Met3 routing:
(3 px per um)
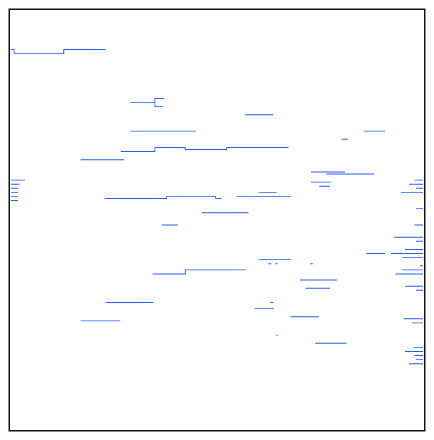
Routing congestion map:
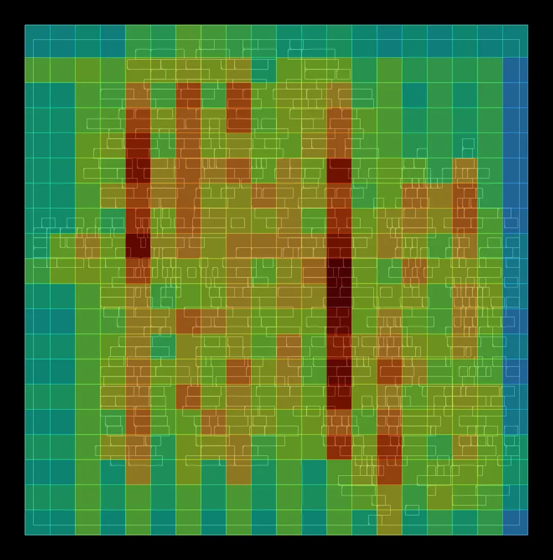
Cell classes on the final placement:
(3 px per um) Fill, decap, tap and diode cells in grey.
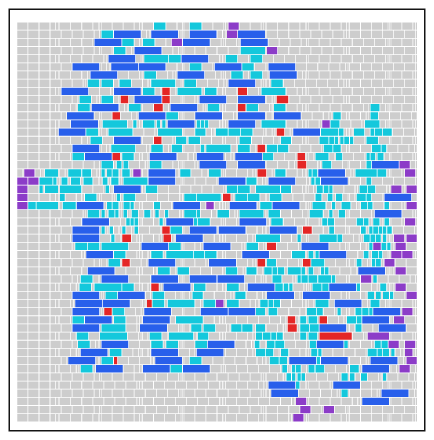
Cell sizes after repair:
(3 px per um)
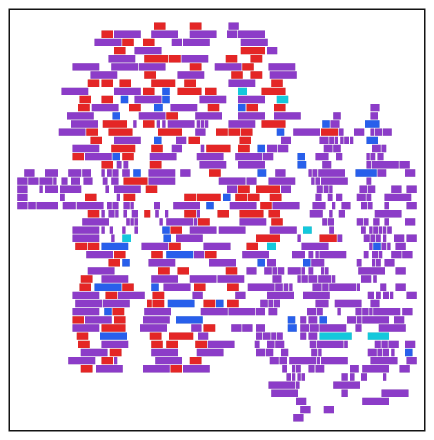
File: config.mk
export PLATFORM = sky130hd
export DESIGN_NAME = nibble_table_streamer
export DESIGN_NICKNAME = d
export VERILOG_FILES = /design/src/rtl/nibble_table_streamer.sv
export SDC_FILE = /design/constraint.sdc
export NUM_CORES = 1
export LEC_CHECK = 0
export CAP_MARGIN = 20
export CORE_AREA = 2 2 136 138
export CTS_BUF_LIST = sky130_fd_sc_hd__clkbuf_4
export DETAILED_ROUTE_END_ITERATION = 10
export DIE_AREA = 0 0 138 140
export HOLD_SLACK_MARGIN = 0.12
export PLACE_DENSITY = 0.57
export SYNTH_ARGS = -nofsm -noshare
export SYNTH_HDL_FRONTEND = slang
export SYNTH_SLANG_ARGS = --single-unit
File: constraint.sdc
create_clock -name clk -period 5.2 [get_ports clk]
set_input_delay 1.04 -clock clk [delete_from_list [all_inputs] [get_ports clk]]
set_output_delay 1.04 -clock clk [all_outputs]
set_load 0.005 [all_outputs]
File: src/rtl/nibble_table_streamer.sv
// nibble_table_streamer
// Loadable table of EW-bit elements organised as [CH][ROWS][COLS]. On start
// it streams every element over a valid/ready interface. Elements can be sent
// raw, inverted, or NAND-masked, in ascending or descending order. After the
// final element it reports the XOR checksum of everything it emitted.
//
// Ports:
//   clk, rst_n                 clock (rising edge), async active-low reset
//   wr_en/wr_ch/wr_row/wr_col  random-access write port, usable in any state
//   wr_data                    element written at [wr_ch][wr_row][wr_col]
//   start, mode, mask          begin a scan; mode and mask captured with it
//   abort                      terminate a scan without a checksum
//   out_valid/out_ready        output handshake
//   out_data/out_idx/out_last  transformed element, flat index, final flag
//   busy                       high while scanning
//   sum_valid/sum              one-cycle checksum report after the last element
module nibble_table_streamer #(
  parameter int CH   = 4,
  parameter int ROWS = 2,
  parameter int COLS = 3,
  parameter int EW   = 4,
  localparam int N   = CH * ROWS * COLS,
  localparam int IW  = (N    > 1) ? $clog2(N)    : 1,
  localparam int CW  = (CH   > 1) ? $clog2(CH)   : 1,
  localparam int RW  = (ROWS > 1) ? $clog2(ROWS) : 1,
  localparam int LW  = (COLS > 1) ? $clog2(COLS) : 1
) (
  input  logic          clk,
  input  logic          rst_n,
  input  logic          wr_en,
  input  logic [CW-1:0] wr_ch,
  input  logic [RW-1:0] wr_row,
  input  logic [LW-1:0] wr_col,
  input  logic [EW-1:0] wr_data,
  input  logic          start,
  input  logic [1:0]    mode,
  input  logic [EW-1:0] mask,
  input  logic          abort,
  output logic          out_valid,
  input  logic          out_ready,
  output logic [EW-1:0] out_data,
  output logic [IW-1:0] out_idx,
  output logic          out_last,
  output logic          busy,
  output logic          sum_valid,
  output logic [EW-1:0] sum
);

  typedef enum logic {IDLE, SCAN} state_t;

  localparam logic [IW-1:0] LAST_IDX = IW'(N - 1);

  state_t        state;
  logic [EW-1:0] mem [N];
  logic [1:0]    mode_q;
  logic [EW-1:0] mask_q;
  logic [EW-1:0] acc;

  logic          wr_inrange;
  logic [IW-1:0] wr_addr;
  logic [IW-1:0] first_idx;
  logic [IW-1:0] next_idx;
  logic [IW-1:0] final_idx;

  // Element transform, applied when an element is loaded into the output register.
  function automatic logic [EW-1:0] xform(input logic [EW-1:0] elem,
                                          input logic [1:0]    m,
                                          input logic [EW-1:0] mk);
    case (m)
      2'd1:    xform = ~elem;
      2'd2:    xform = ~(elem & mk);
      default: xform = elem;
    endcase
  endfunction

  // Write address decode: indices outside the table dimensions are dropped
  // instead of aliasing onto another element.
  assign wr_inrange = (int'(wr_ch) < CH) && (int'(wr_row) < ROWS) && (int'(wr_col) < COLS);
  assign wr_addr    = IW'(int'(wr_ch) * ROWS * COLS + int'(wr_row) * COLS + int'(wr_col));

  // Scan order: mode 3 runs descending, every other mode ascending. first_idx
  // uses the live mode because it is consumed on the same edge that captures it.
  assign first_idx = (mode == 2'd3) ? LAST_IDX : '0;
  assign next_idx  = (mode_q == 2'd3) ? (out_idx - 1'b1) : (out_idx + 1'b1);
  assign final_idx = (mode_q == 2'd3) ? '0 : LAST_IDX;

  // Table storage. The output register in the block below reads the pre-edge
  // contents, so a same-edge write never leaks into the element being loaded.
  always_ff @(posedge clk or negedge rst_n) begin
    if (!rst_n) begin
      for (int i = 0; i < N; i++) begin
        mem[i] <= '0;
      end
    end else if (wr_en && wr_inrange) begin
      mem[wr_addr] <= wr_data;
    end
  end

  // Scan controller with registered outputs. Abort takes priority over the
  // handshake. The final handshake folds the last element into the checksum
  // and publishes it for one cycle.
  always_ff @(posedge clk or negedge rst_n) begin
    if (!rst_n) begin
      state     <= IDLE;
      mode_q    <= 2'd0;
      mask_q    <= '0;
      acc       <= '0;
      out_valid <= 1'b0;
      out_data  <= '0;
      out_idx   <= '0;
      out_last  <= 1'b0;
      busy      <= 1'b0;
      sum_valid <= 1'b0;
      sum       <= '0;
    end else begin
      sum_valid <= 1'b0;
      case (state)
        IDLE: begin
          if (start && !abort) begin
            state     <= SCAN;
            mode_q    <= mode;
            mask_q    <= mask;
            acc       <= '0;
            out_idx   <= first_idx;
            out_data  <= xform(mem[first_idx], mode, mask);
            out_last  <= (N == 1);
            out_valid <= 1'b1;
            busy      <= 1'b1;
          end
        end
        SCAN: begin
          if (abort) begin
            state     <= IDLE;
            out_valid <= 1'b0;
            busy      <= 1'b0;
            out_last  <= 1'b0;
          end else if (out_valid && out_ready) begin
            acc <= acc ^ out_data;
            if (out_last) begin
              state     <= IDLE;
              out_valid <= 1'b0;
              busy      <= 1'b0;
              out_last  <= 1'b0;
              sum       <= acc ^ out_data;
              sum_valid <= 1'b1;
            end else begin
              out_idx  <= next_idx;
              out_data <= xform(mem[next_idx], mode_q, mask_q);
              out_last <= (next_idx == final_idx);
            end
          end
        end
        default: state <= IDLE;
      endcase
    end
  end

endmodule

==> flow_metrics.py <==
# Metrics from the implementation run
metrics = {
    "logic_synthesis": {
        "syn_inst": 531,
        "ys_sh_adder": 0.0306,
        "synth.distinct_cells": 53,
        "syn_nets": 567,
        "logic_family": "multiplexers",
        "simple_gate_share": 0.0841,
        "muxShareOfSynthArea": 0.277,
        "synth_xor_xnor_area_share": 0.0142,
        "netlist_area_um2": 6620,
        "avgSynthCellArea_um2": 12.5,
        "compound_area_frac": 0.0880,
    },
    "clock_tree": {
        "clock_latency_ns": 0.53,
        "cts_tree": "done",
        "cts_hold_buffers": 0,
        "cts_sinks": 123,
        "postCtsSetupBuffers": 0,
        "cts_resized": 0,
        "cts_buffers": 17,
        "htree_levels": 4,
    },
    "global_route": {
        "grt_first_pass_wirelength_mm": 23.9,
        "antenna_found_initial": 0,
        "grt_overflow": 0,
    },
    "die": {
        "core_um2": 17800,
        "tap_cells": 229,
        "ios": 38,
        "floorplan.initialDensity": 0.372,
    },
    "finish": {
        "mi_logic_area_um2": 3270,
        "flops": 123,
        "fin_nets": 594,
        "regArea_um2": 3080,
        "inverters": 13,
        "seq_share": 0.417,
        "diodes": 0,
        "final_cell_mix": "dfrtp_1, mux2_2, clkdlybuf4s50_1, nand2_1, nor2_1",
        "fill_cells": 1711,
    },
    "job": {
        "drv_cap": 0,
    },
    "setup_path": {
        "cp-start-kind": "flop",
        "crit_fanout": 17,
        "max_stage_delay_ns": 0.79,
        "path_class": "flop to flop",
        "end_kind": "flop",
        "crit_slowest_cell": "ha_1",
        "arrival_ns": 4.12,
        "reg2reg_to": "out_data[1]$_DFFE_PN0P_",
    },
    "final_timing": {
        "fin_crit_ns": 3.75,
        "period_used_share": 0.721,
        "setup_tns_ns": 0,
        "hold_viol_final": 0,
    },
    "outcome": {
        "status": "complete, no violations",
    },
    "power_and_ir_drop": {
        "maxPowerGroup": "sequential cells",
        "seq_power_share": 0.419,
        "comb_power_mw": 1.57,
        "total_power_mw": 3.81,
        "intPower_mw": 2.47,
        "combPwrFrac": 0.412,
        "swShare": 0.353,
    },
    "hold_path": {
        "hold_class": "primary input to asynchronous set/reset pin",
    },
    "placed_design": {
        "gp_congestion": 0.823,
        "hpwl_mm": 10.1,
    },
    "route": {
        "first_pass_iters": 4,
    },
}
-- 'met3 routing' (at the start) --
wire length on this layer	529 um
share of all routed wire	3.7%
nets with wire on the layer	49
main direction	horizontal
longest straight run	21.6 um
total number of vias: 4317
routed wire length: 14.2 mm
routing usage on met3: 0.0321

-- 'routing congestion map' (at the start) --
post-DR wirelength/cell: 17.8 um
total track usage: 0.156
met2 Track Usage GR: 0.266
final core occ: 0.415

-- 'cell classes on the final placement' (at the start) --
class	colour	cells	share of their area
other buffers and delay cells	purple	43	6.0%
combinational and other logic	cyan	373	47%
flops	blue	123	43%
clock drivers and dummy loads	red	32	3.8%

-- 'cell sizes after repair' (at the start) --
size	colour	cells	share	most used
_0 and _1 cells	purple	407	71%	dfrtp_1
_3 and _4 cells	blue	39	6.8%	clkbuf_4
_2 cells	red	118	21%	mux2_2
_6 and larger	cyan	7	1.2%	inv_6
Final Cell Area: 7380 um^2
P&R area growth vs syn: 11.5%
Non-clk bufs: 43
PnR worst setup slack: 1.45 ns

stage by stage:
step	setup WS [ns]	area, um^2	hold WS, ns	cells	util
after floorplan	1.81	6620	0.474	531	-
after global placement	1.07	7080	0.483	766	0.398
after detailed placement	1.03	7080	0.487	766	0.398
after CTS	1.39	7350	0.516	798	0.414
after global routing	1.14	7380	0.460	800	0.415
final	1.45	7380	0.464	800	0.415
cells in the mapped netlist, types with 2 or more instances:
cell type          n  share of area
a21oi_1           17          0.013
o221ai_1           4         0.0053
and3_1             2         0.0019
clkbuf_1          16         0.0091
nand2_1           32          0.018
nand2b_1          16          0.015
nand3b_1           3         0.0034
o21ai_0           19          0.014
a21boi_0           2         0.0023
and2_1             5         0.0047
nor2_1            25          0.014
buf_6              6          0.010
o31ai_1            5         0.0057
a22o_1             4         0.0053
buf_2              4         0.0030
mux4_4             6          0.023
a221oi_1           4         0.0053
nor3_1             4         0.0030
o22ai_1            4         0.0038
a31oi_1            9         0.0085
nand3_1            8         0.0060
a211o_1            5         0.0066
a21o_1             4         0.0045
inv_1             13         0.0074
ha_1              13          0.025
nor2b_1            5         0.0047
fa_1               2         0.0060
buf_4              5         0.0057
clkdlybuf4s25_2    2         0.0030
dfrtp_1          123           0.46
nand4b_1           3         0.0040
mux2_2            96           0.16
mux2i_1           20          0.030
xor2_1             4         0.0053
xnor2_1            3         0.0040
mux4_2            18          0.061
o32ai_1            4         0.0053
routing by layer:
metal	routed length, um	part of all wire	track usage	vias up
met2	7120	0.50	0.266	87
met4	143	0.010	0.0499	0
li1	-	-	-	2009
met1	6450	0.45	0.201	2211
met5	0	0	0	-
met3	528	0.037	0.0321	10
